[src/rtl/lcd_pkg.sv]
// lcd_pkg: shared states, instruction prefixes, DDRAM address limits and cursor-step helper for the LCD bus receiver.
package lcd_pkg;
    typedef enum logic [1:0] {sPowerUp, sReady, sClear} lcd_state_t;

    localparam logic [7:0] SET_DDRAM  = 8'h80;
    localparam logic [7:0] SET_CGRAM  = 8'h40;
    localparam logic [7:0] FUNC_SET   = 8'h20;
    localparam logic [7:0] SHIFT      = 8'h10;
    localparam logic [7:0] DISP_CTRL  = 8'h08;
    localparam logic [7:0] ENTRY_MODE = 8'h04;
    localparam logic [7:0] HOME       = 8'h02;
    localparam logic [7:0] CLEAR      = 8'h01;

    localparam logic [6:0] LINE0_END  = 7'h27;
    localparam logic [6:0] LINE1_BASE = 7'h40;
    localparam logic [6:0] LINE1_END  = 7'h67;
    localparam int         LINE_LEN   = 16;

    localparam logic [7:0] INIT_FUNC  = 8'h38;
    localparam logic [7:0] INIT_DISP  = 8'h0C;
    localparam logic [7:0] INIT_CLEAR = 8'h01;
    localparam logic [7:0] INIT_ENTRY = 8'h06;

    function automatic logic addr_ok(input logic [6:0] a);
        return (a <= LINE0_END) || (a >= LINE1_BASE && a <= LINE1_END);
    endfunction

    // Line 0 wraps into line 1 and line 1 back into line 0; an address
    // parked outside both lines re-enters at the start (up) or end (down).
    function automatic logic [6:0] step_addr(input logic [6:0] a, input logic up);
        if (!addr_ok(a))
            return up ? 7'h00 : LINE1_END;
        if (up)
            return a == LINE0_END ? LINE1_BASE : a == LINE1_END ? 7'h00 : a + 7'd1;
        return a == LINE1_BASE ? LINE0_END : a == 7'h00 ? LINE1_END : a - 7'd1;
    endfunction
endpackage

[src/rtl/lcd_bus_sync.sv]
// lcd_bus_sync: synchronises E/RS/RW/DB and flags each falling edge of E with the bus value captured alongside it.
// Ports: clk, reset (async, active-high); E, RS, RW, DB bus inputs;
//        txn_valid one-cycle flag, txn_rs, txn_rw, txn_db captured bus fields.
module lcd_bus_sync #(
    parameter int SYNC_STAGES = 2
) (
    input  logic       clk,
    input  logic       reset,
    input  logic       E,
    input  logic       RS,
    input  logic       RW,
    input  logic [7:0] DB,
    output logic       txn_valid,
    output logic       txn_rs,
    output logic       txn_rw,
    output logic [7:0] txn_db
);
    logic [SYNC_STAGES-1:0][10:0] sr;
    logic                         e_prev;

    always_ff @(posedge clk or posedge reset) begin
        if (reset) begin
            sr     <= '0;
            e_prev <= 1'b0;
        end else begin
            sr     <= {sr[SYNC_STAGES-2:0], {E, RS, RW, DB}};
            e_prev <= sr[SYNC_STAGES-1][10];
        end
    end

    // RS/RW/DB travel through the same stages as E, so the capture is coherent.
    assign txn_valid = e_prev & ~sr[SYNC_STAGES-1][10];
    assign txn_rs    = sr[SYNC_STAGES-1][9];
    assign txn_rw    = sr[SYNC_STAGES-1][8];
    assign txn_db    = sr[SYNC_STAGES-1][7:0];
endmodule

[src/rtl/lcd_receiver.sv]
// lcd_receiver: HD44780-style bus responder keeping a 2x16 character mirror plus cursor and display-control state.
// Ports: clk, reset (async, active-high); E, RS, RW, DB bus; clr_err clears err;
//        chars display buffer, cursor_addr, display_on/cursor_on/blink_on, inc_mode,
//        configured, busy, err (sticky), wr_strobe (pulse per stored byte).
module lcd_receiver
    import lcd_pkg::*;
#(
    parameter int         SYNC_STAGES = 2,
    parameter logic [7:0] CLEAR_FILL  = 8'h20
) (
    input  logic             clk,
    input  logic             reset,
    input  logic             E,
    input  logic             RS,
    input  logic             RW,
    input  logic [7:0]       DB,
    input  logic             clr_err,
    output logic [0:31][7:0] chars,
    output logic [6:0]       cursor_addr,
    output logic             display_on,
    output logic             cursor_on,
    output logic             blink_on,
    output logic             inc_mode,
    output logic             configured,
    output logic             busy,
    output logic             err,
    output logic             wr_strobe
);
    lcd_state_t       state, state_n;
    logic             txn_valid, txn_rs, txn_rw;
    logic [7:0]       txn_db;
    logic [4:0]       cnt, cnt_n;
    logic [0:31][7:0] chars_n;
    logic [6:0]       cur_n;
    logic             disp_n, curs_n, blink_n, inc_n, cfg_n, err_set, wr_n;

    lcd_bus_sync #(.SYNC_STAGES(SYNC_STAGES)) u_sync (
        .clk      (clk),
        .reset    (reset),
        .E        (E),
        .RS       (RS),
        .RW       (RW),
        .DB       (DB),
        .txn_valid(txn_valid),
        .txn_rs   (txn_rs),
        .txn_rw   (txn_rw),
        .txn_db   (txn_db)
    );

    assign busy = (state == sClear);

    always_ff @(posedge clk or posedge reset) begin
        if (reset)
            state <= sPowerUp;
        else
            state <= state_n;
    end

    always_comb begin
        state_n = state;
        chars_n = chars;
        cur_n   = cursor_addr;
        disp_n  = display_on;
        curs_n  = cursor_on;
        blink_n = blink_on;
        inc_n   = inc_mode;
        cfg_n   = configured;
        cnt_n   = cnt;
        err_set = 1'b0;
        wr_n    = 1'b0;
        unique case (state)
            sPowerUp: begin
                if (txn_valid) begin
                    if (!txn_rw && !txn_rs && txn_db[7:4] == 4'b0011) begin
                        cfg_n   = 1'b1;
                        state_n = sReady;
                    end else begin
                        err_set = 1'b1;
                    end
                end
            end
            sReady: begin
                if (txn_valid) begin
                    if (txn_rw) begin
                        err_set = 1'b1;
                    end else if (txn_rs) begin
                        if (cursor_addr[6:4] == 3'b000) begin
                            chars_n[{1'b0, cursor_addr[3:0]}] = txn_db;
                            wr_n = 1'b1;
                        end else if (cursor_addr[6:4] == 3'b100) begin
                            chars_n[{1'b1, cursor_addr[3:0]}] = txn_db;
                            wr_n = 1'b1;
                        end
                        cur_n = step_addr(cursor_addr, inc_mode);
                    end else if (txn_db[7]) begin
                        cur_n   = txn_db[6:0];
                        err_set = !addr_ok(txn_db[6:0]);
                    end else if (txn_db[6]) begin
                        err_set = 1'b1;
                    end else if (txn_db[5]) begin
                        err_set = !txn_db[4];
                    end else if (txn_db[4]) begin
                        cur_n = txn_db[3] ? cursor_addr : step_addr(cursor_addr, txn_db[2]);
                    end else if (txn_db[3]) begin
                        {disp_n, curs_n, blink_n} = txn_db[2:0];
                    end else if (txn_db[2]) begin
                        inc_n = txn_db[1];
                    end else if (txn_db[1]) begin
                        cur_n = 7'h00;
                    end else if (txn_db[0]) begin
                        state_n = sClear;
                        cnt_n   = 5'd0;
                    end
                end
            end
            sClear: begin
                chars_n[cnt] = CLEAR_FILL;
                cnt_n        = cnt + 5'd1;
                err_set      = txn_valid;
                if (cnt == 5'd31) begin
                    state_n = sReady;
                    cur_n   = 7'h00;
                    inc_n   = 1'b1;
                end
            end
            default: state_n = sPowerUp;
        endcase
    end

    always_ff @(posedge clk or posedge reset) begin
        if (reset) begin
            chars       <= {32{CLEAR_FILL}};
            cursor_addr <= 7'h00;
            display_on  <= 1'b0;
            cursor_on   <= 1'b0;
            blink_on    <= 1'b0;
            inc_mode    <= 1'b1;
            configured  <= 1'b0;
            err         <= 1'b0;
            wr_strobe   <= 1'b0;
            cnt         <= 5'd0;
        end else begin
            chars       <= chars_n;
            cursor_addr <= cur_n;
            display_on  <= disp_n;
            cursor_on   <= curs_n;
            blink_on    <= blink_n;
            inc_mode    <= inc_n;
            configured  <= cfg_n;
            err         <= err_set | (err & ~clr_err);
            wr_strobe   <= wr_n;
            cnt         <= cnt_n;
        end
    end
endmodule

[config.mk]
export PLATFORM = sky130hd
export DESIGN_NAME = lcd_receiver
export DESIGN_NICKNAME = d
export VERILOG_FILES = /design/src/rtl/lcd_pkg.sv /design/src/rtl/lcd_bus_sync.sv /design/src/rtl/lcd_receiver.sv
export SDC_FILE = /design/constraint.sdc
export NUM_CORES = 1
export LEC_CHECK = 0
export ABC_AREA = 1
export CAP_MARGIN = 20
export CORE_ASPECT_RATIO = 0.5
export CORE_UTILIZATION = 25
export DETAILED_ROUTE_END_ITERATION = 6
export GPL_TIMING_DRIVEN = 0
export PLACE_DENSITY_LB_ADDON = 0.2
export SLEW_MARGIN = 30
export SYNTH_ARGS = -nofsm -noshare
export SYNTH_HDL_FRONTEND = slang
export SYNTH_SLANG_ARGS = --single-unit
[constraint.sdc]
create_clock -name clk -period 9.7 [get_ports clk]
set_input_delay 1.455 -clock clk [delete_from_list [all_inputs] [get_ports clk]]
set_output_delay 1.455 -clock clk [all_outputs]
set_load 0.02 [all_outputs]
==> COMMIT_EDITMSG, run 1 <==
Log flow metrics for this revision

* Clock tree buffer count of the final layout: 47
- The flow ran to the end, and the final reports show no timing, DRC or antenna violations.
- The commonest cells after synthesis are 316 x sky130_fd_sc_hd__o21ai_0, 274 x sky130_fd_sc_hd__nand2_1, 267 x sky130_fd_sc_hd__dfrtp_1.
- Setup crit start: state[0]
- Endpoint of the worst hold-timing path: u_sync.txn_db[0]
- OpenROAD reports that the post-layout worst path occupies 37.3% of the period.
- Worst R2R Setup Slack: 7.01 ns
* Clock latency on the worst-skew pair: 0.60 ns
- For met1 alone, demand over resource in global routing was 25.3%.
* Die Outline Area: 0.0581 mm²
* Final TNS setup: 0 ns
- Count of plain and timing-repair buffers in the layout: 350
* Area overhead of the layout relative to synthesis: 34.3%
- Post-synth the commonest register cell is sky130_fd_sc_hd__dfrtp_1.
- The group that draws the most power in this run is combinational cells.
* Power per Cell Area: 245 mW/mm²
* Final #Nets: 2116
- Die width: 340 µm
* Setup skew after layout: 0.0363 ns
- Number of buffers created by CTS: 30
- STA classifies the critical path endpoint as an output port.
* Overall power: 4700 µW
* Met2 WL: 27900 µm
- Looking at the power breakdown, the clock network takes 26.1% of the total.
- IO Count: 285
* Number of flip-flops in the largest register: 256
* Total number of placement rows: 61
* Power drawn by the combinational cells: 1970 µW
* Synth Register Bits: 300
* Floorplan Utilization: 25.5%
* Worst setup SP type: flop
- Met3 wire length: 3310 µm
- Most frequent logic cell in the layout: sky130_fd_sc_hd__o21ai_0
- In the post-route analysis, the smallest setup slack over all paths is 6.08 ns.
- Aggregate global-route resource usage: 19.1%
- Cell count of the worst hold path: 0
* Proportion of register bits with asynchronous set or reset after synthesis: 100%
- Hold violation total from the final report: 0
- Setup repair after global routing left no endpoint under its margin.
- Routed vias/inst: 4.72
- The number of global-route vias before repair is 13237.
* Crit path DAT: 2.17 ns
- Most used standard cell by instance count after synthesis: sky130_fd_sc_hd__o21ai_0
- The critical path endpoint has a required time of 8.25 ns.
* Initial DRT Pass Iterations: 6
- Global-route congestion overflow total: 0
- In the power breakdown, the internal column shows 2590 µW.
- Total wire length after detailed routing: 56800 µm
* Global Route met3 Usage: 3.22%
- The routed layout has 13550 vias.
## run 1: through the flow
step,instance area (µm²),std cells,utilization [%]
after floorplan,14300,1769,-
after global placement,18100,2809,32.3
after detailed placement,18200,2812,32.5
after CTS,19200,2868,34.3
after global routing,19200,2868,34.3
final,19200,2868,34.3
## run 1: logic make-up (layout without fill, tap and decap cells)
group,count (synthesis),after routing,synth area share (%)
AND-OR/OR-AND,390,390,14.5
adder cells (fa/ha/maj),14,14,1.23
XOR/XNOR,2,2,0.123
AND/OR/NAND/NOR,758,758,22.9
buffers and inverters,305,648,8.41
flip-flops,300,300,52.9
## run 1: critical path: cells and delay by family (launching register included)
| kind | cells | cell delay [ns] |
|---|---|---|
| adders and majority gates | 1 | 0.39 |
| buffers and inverters | 2 | 0.80 |
| DFF | 1 | 0.41 |
run_1/util_map.png
The die is cut into 34 by 17 equal tiles; white is low, dark blue is high, 0 to 100% covered.
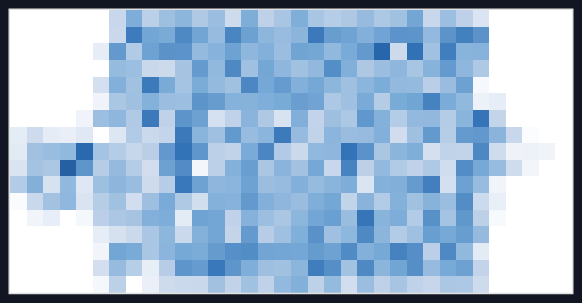
mean over tiles = 31%
emptiest ninth of the die = lower left
tiles over 75% full = 0.50%

run_1/m2.png
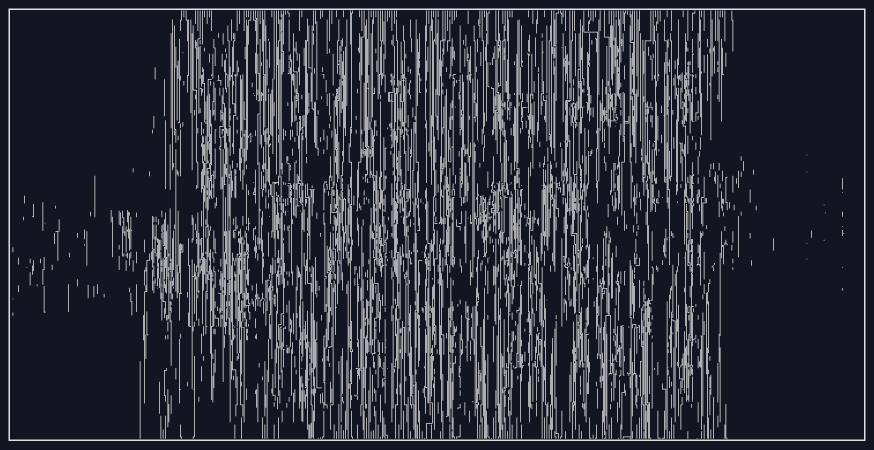
nets with wire on the layer = 1685
wire length on this layer = 27.9 mm

run_1/layers.png
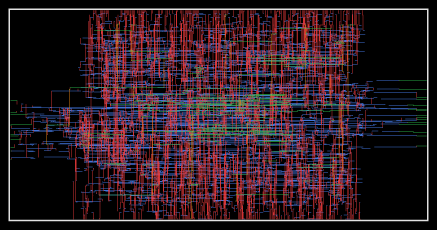
red -> M2  # wire length 27.9 mm
blue -> M1  # wire length 24.5 mm
orange -> M4  # wire length 1030 µm
green -> M3  # wire length 3310 µm

run_1/gates.png
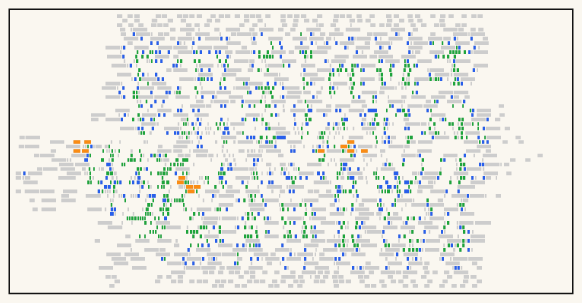

==> run 2: changes to the inputs <==
Clock period 9.7 ns to 3.4 ns, I/O delays scaled along.
run_2/gates.png
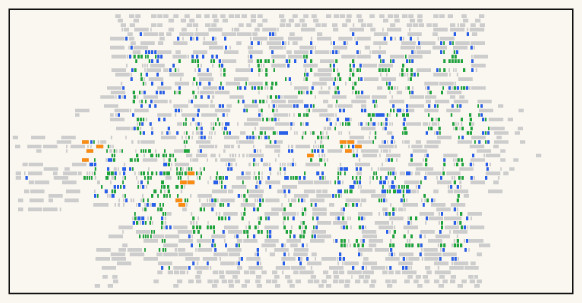
blue -> aoi and oai cells  # cells 388, most used o21ai_0
orange -> fa/ha/maj cells  # cells 14, most used ha_1
green -> nand cells  # cells 536, most used nand2_1
most frequent logic cell in the layout: sky130_fd_sc_hd__o21ai_0
combinational share of cell area: 28.5%

run_2/m2.png
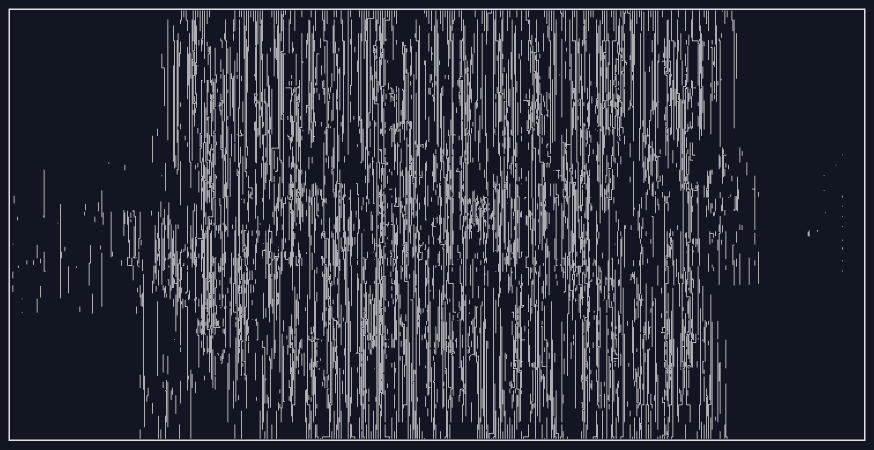
wire length on this layer = 27.4 mm
share of all routed wire = 49%
nets with wire on the layer = 1674
main direction = vertical
longest straight run = 71.9 µm
GR Util met2: 32.2%
via count of the routed design: 13355
total wire length after detailed routing: 56500 µm

==> run 2 against run 1 <==
  * Sequential cell count did not move
  * Critical endpoint is now chars[122]
  * Largest power group unchanged
  * Clock skew down 0.0012 ns
  * Combinational power went up to 2.8 times the previous value
  * Sequential power grew to 2.9 times the previous value
  * Critical path depth grew 5
  * Register-to-register slack got worse by 6.4 ns
==> COMMIT_EDITMSG, run 2 <==
Log flow metrics for this revision

- The cell count after placement is 2821 (+0.32%).
* Setup skew after layout: 0.0351 ns (-0.00123 ns)
- List of most frequent post-synthesis cells: 316 x sky130_fd_sc_hd__o21ai_0, 274 x sky130_fd_sc_hd__nand2_1, 267 x sky130_fd_sc_hd__dfrtp_1
- Gate family responsible for the most delay along the worst path: buffers and inverters
- Synth Register Bits: 300 (unchanged)
- Crit end category: flop
- Buffering stage count on the worst path with inverters included: 4 (+2)
- Die Outline Area: 0.0581 mm² (unchanged)
- The number of vias per cell came to 4.64 (-1.7%).
- The number of global-route vias before repair came to 13234 (-0.023%).
- The number of ordinary and repair buffers in the finished layout came to 359 (+2.6%).
- Global-route congestion overflow total: 0 (unchanged)
* Most used standard cell by instance count after synthesis: sky130_fd_sc_hd__o21ai_0
- The combined global-route utilization of all metal layers came to 18.9% (-0.21 points).
- Final #Nets: 2125 (+0.43%)
- Core utilization of the finished layout: 34.7% (+0.40 points)
- Stages on worst setup path: 8 (+5)
- Overall power: 13500 µW (+190%)
- The area after detailed placement came to 0.0183 mm² (+0.92%).
* Total number of placement rows: 61 (unchanged)
- Highest-power group: combinational cells
- Proportion of register bits with asynchronous set or reset after synthesis: 100% (unchanged)
* Non-filler cells, final: 2876 (+0.28%)
* Final TNS setup: 0 ns (unchanged)
* Die width: 340 µm (unchanged)
* Number of flip-flops in the largest register: 256 (unchanged)
- Setup repair after global routing missed its margin: false
* Outcome: finished, final reports clean
* Flip-flop cell with the highest count after synthesis: sky130_fd_sc_hd__dfrtp_1
- The worst reg-to-reg setup slack was 0.65 ns (-6.36 ns).
[run 2: cell counts after synthesis]
No cell type changed its count.
[run 2: worst max path at each step]
stage	from	endpoint	slack, ns
after global routing	state[0]	chars[178]	0.51
after CTS	state[0]	busy	0.69
after detailed placement	state[0]	cnt[1]	0.79
after floorplan	reset	blink_on	-1.07
after global placement	reset	chars[145]	-3.63
final	state[0]	chars[122]	0.65
[run 2: cells by family (layout without fill, tap and decap cells)]
group,after synthesis,in the layout,synth area share [%]
compound gates,390,390,14.5
xor+xnor,2,2,0.123
flops,300,300,52.9
simple gates,758,758,22.9
fa+ha+maj,14,14,1.23
buf+inv,305,656,8.41
[run 2: per-layer routing]
layer / track usage [%] / part of all wire [%]
met5: 0 / 0
met4: 5.70 / 2.9
met3: 3.82 / 6.1
met2: 32.2 / 49
met1: 24.3 / 42
Power and IR drop assume default switching activity.
